### Cell placement

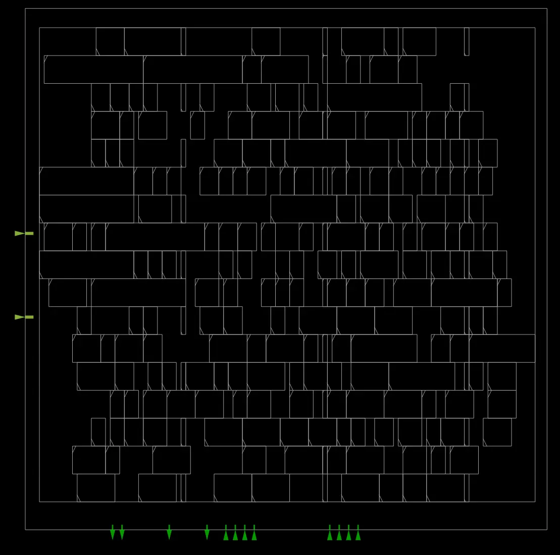
### Wiring heat map

(8 px per µm) 10 x 10 tiles, from dark blue (low) to red (high), scaled to the fullest tile. Values are wire area over tile area, all layers added.
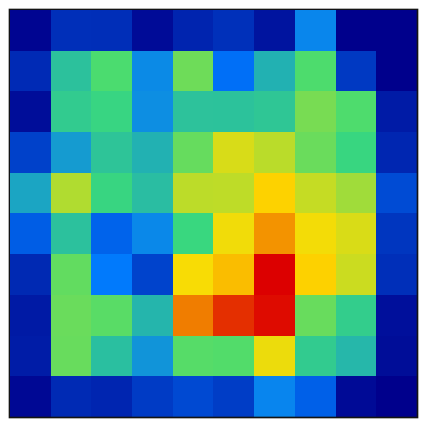
### M3 wires

(6 px per µm) Cells faint in the background.
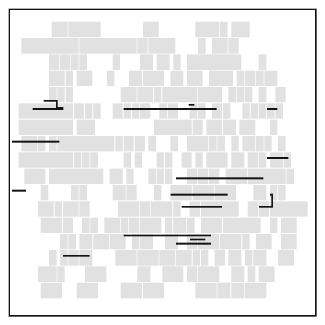
`src/rtl/rr_arbiter_8.sv`:
```
// rr_arbiter_8: eight-requester round-robin arbiter with registered grant index and optional hold limit
module rr_arbiter_8 #(
    parameter int HOLD_LIMIT = 0
) (
    input  logic       clk,
    input  logic       reset,
    input  logic [7:0] req,
    output logic       grant_valid,
    output logic [2:0] grant_idx
);
    localparam int HW = ($clog2(HOLD_LIMIT + 1) > 1) ? $clog2(HOLD_LIMIT + 1) : 1;

    typedef enum logic {IDLE, BUSY} state_t;

    state_t        state_q, state_d;
    logic [2:0]    grant_idx_q, grant_idx_d;
    logic [2:0]    ptr_q, ptr_d;
    logic [HW-1:0] hold_cnt_q, hold_cnt_d;
    logic [7:0]    elig;
    logic [2:0]    sel;
    logic          grant;
    logic          timeout;

    // first set bit of e scanning upward from p, wrapping 7 -> 0
    function automatic logic [2:0] rr_pick(input logic [7:0] e, input logic [2:0] p);
        logic [2:0] k;
        logic [2:0] s;
        s = p;
        for (int i = 7; i >= 0; i--) begin
            k = p + 3'(i);
            if (e[k]) s = k;
        end
        return s;
    endfunction

    assign timeout     = (HOLD_LIMIT != 0) && (hold_cnt_q == HW'(HOLD_LIMIT));
    assign grant_valid = (state_q == BUSY);
    assign grant_idx   = grant_idx_q;

    // next-state: keep, release, or rotate on timeout; the grant action overrides all
    always_comb begin
        state_d     = state_q;
        grant_idx_d = grant_idx_q;
        ptr_d       = ptr_q;
        hold_cnt_d  = hold_cnt_q;
        elig        = req;
        grant       = 1'b0;
        if (state_q == IDLE) begin
            grant = |req;
        end else if (!req[grant_idx_q]) begin
            grant = |req;
            if (!grant) state_d = IDLE;
        end else if (timeout) begin
            elig       = req & ~(8'b1 << grant_idx_q);
            grant      = |elig;
            hold_cnt_d = HW'(1);
        end else begin
            hold_cnt_d = hold_cnt_q + HW'(1);
        end
        sel = rr_pick(elig, ptr_q);
        if (grant) begin
            state_d     = BUSY;
            grant_idx_d = sel;
            ptr_d       = sel + 3'd1;
            hold_cnt_d  = HW'(1);
        end
    end

    // state registers, cleared immediately on reset
    always_ff @(posedge clk or posedge reset) begin
        if (reset) begin
            state_q     <= IDLE;
            grant_idx_q <= 3'd0;
            ptr_q       <= 3'd0;
            hold_cnt_q  <= '0;
        end else begin
            state_q     <= state_d;
            grant_idx_q <= grant_idx_d;
            ptr_q       <= ptr_d;
            hold_cnt_q  <= hold_cnt_d;
        end
    end
endmodule
```
`config.mk`:
```
export PLATFORM = sky130hd
export DESIGN_NAME = rr_arbiter_8
export DESIGN_NICKNAME = d
export VERILOG_FILES = /design/src/rtl/rr_arbiter_8.sv
export SDC_FILE = /design/constraint.sdc
export NUM_CORES = 1
export LEC_CHECK = 0
export ABC_AREA = 1
export CAP_MARGIN = 20
export CORE_UTILIZATION = 45
export DETAILED_ROUTE_END_ITERATION = 6
export PLACE_DENSITY_LB_ADDON = 0.2
export SETUP_SLACK_MARGIN = 0.2
export SLEW_MARGIN = 25
export SYNTH_ARGS = -nofsm -noshare
export SYNTH_HDL_FRONTEND = slang
export SYNTH_SLANG_ARGS = --single-unit
```
`constraint.sdc`:
```
create_clock -name clk -period 2.2 [get_ports clk]
set_input_delay 0.22 -clock clk [delete_from_list [all_inputs] [get_ports clk]]
set_output_delay 0.22 -clock clk [all_outputs]
set_load 0.05 [all_outputs]
```
==> results.yml <==
# implementation run metrics
run_status:
  status: "finished with violations"
  violations: "negative setup slack"
routing:
  vias_per_cell: 5.26
  wirelength_mm: 3.16
  first_pass_iters: 4
  drt_iter0_drc: 44
  ant_nets: 0
  drcViolationCount: 0
yosys:
  yosys-stat-cells: 177
  synth-edff-count: 0
  ys_sh_aoi: 0.0862
  synthTopCellsByArea: "nand2_1 21%, dfrtp_1 16%, nand3_1 12%"
  ys.flops: 7
  synth_area_um2: 1070
  common_cells: "59 x nand2_1, 26 x nand3_1, 17 x nand2_2, 13 x nand3_2, 12 x inv_1"
  xor_share: 0.0152
  synth.net_count: 190
  syn_area_per_cell_um2: 6.07
  top_logic_kind: "simple AND/OR/NAND/NOR gates"
  yosys.area_share.adder: 0.0350
  synthArstFlopShare: 1.00
  ys_seq_share: 0.163
  yosys_area_um2: 1070
  synth_top_area_share: 0.206
final_layout:
  final_layout_size_suffix_gt1_frac: 0.388
  logic_gates: 143
  area_growth_pct: 37.6
  largest_class: "multi-input combinational cells"
  clk_share: 0.0186
  nonClkBufAreaFrac: 0.182
  mostFrequentLayoutCells: "56 x nand2_1, 21 x nand3_1, 20 x nand2_2"
  clockBufferCount: 3
  combAreaFraction: 0.583
  utilization: 0.662
  final_common_cell: "nand2_1"
die:
  fp_util: 0.481
  taps: 28
  die_height_um: 50.8
  die_w_um: 50.8
timing:
  setup_viol: 2
  hold_violations: 0
  skew_ns: 0.00182
  setup_tns_ns: -0.262
  timing.fmax_mhz: 427
  slew_headroom: 0.665
  min_period_over_period: 1.07
  worst_slack_ns: -0.144
clocking:
  worstSkewPairLatency_ns: 0.25
  root_buffer: "clkbuf_4"
  cts_buffers: 3
  ctsHoldBuffers: 0
worst_setup_path:
  cp_max_fo: 7
  worstPathRequired_ns: 2.38
  cp-endpoint: "ptr_q[2]"
  crit_chain: "inv_8 -> ha_4 -> nand3_1 -> nand3_2 -> nand2_2 -> a21oi_2 -> nand2_1 -> nand2_1 -> nand2_1 -> nand2_1 -> nand2_1 -> a21boi_1 -> ha_2 -> inv_2 -> o21ai_2 -> nand2_1 -> nand2_1"
  crit_path_start: "ptr_q[1]"
  path_class: "flop to flop"
  timing.rr.start: "ptr_q[1]"
  path_buffers: 2
  r2r-end: "ptr_q[2]"
placement:
  dp_cells: 228
  gp_congestion: 0.984
  port_buffers: 13
  dp.final_hpwl_mm: 2.40
  place_ws_ns: -0.0674
global_routing:
  grt_max_degree: 10
  grt_pass1_wl_mm: 5.18
## Picture notes: 'Cell placement'
sequential share of cell area: 0.121
fillers: 208
seq_cells: 7

## Picture notes: 'Wiring heat map'
tiles over half the peak: 35%
nearly empty tiles: 6.0%
densest ninth of the die: center
WL/cell: 13.3 µm
gr usage total: 0.261
Via Count: 1246

## Picture notes: 'M3 wires'
share of all routed wire: 3.2%
wire length on this layer: 99.8 µm
nets with wire on the layer: 13
main direction: horizontal
longest straight run: 15.2 µm

-- per-layer routing --
metal,part of all wire,wire [µm],vias up,track usage
met5,0,0,-,0
met4,0.0073,23,0,0.0880
met3,0.031,99,2,0.0238
met2,0.51,1600,27,0.436
met1,0.45,1440,579,0.353
li1,-,-,638,-
-- cells by family (layout without fill, tap and decap cells) --
group / after synthesis / count (layout)
xor gates and xnor gates: 1 / 1
buffers and inverters: 27 / 59
and+or+nand+nor: 123 / 123
AOI/OAI and AO/OA: 16 / 16
DFF: 7 / 7
adders and majority gates: 3 / 3
-- stage by stage --
step | hold slack [ns]
floorplan | 0.0234
global placement | 0.458
detailed placement | 0.474
CTS | 0.204
global route | 0.249
finish | 0.202
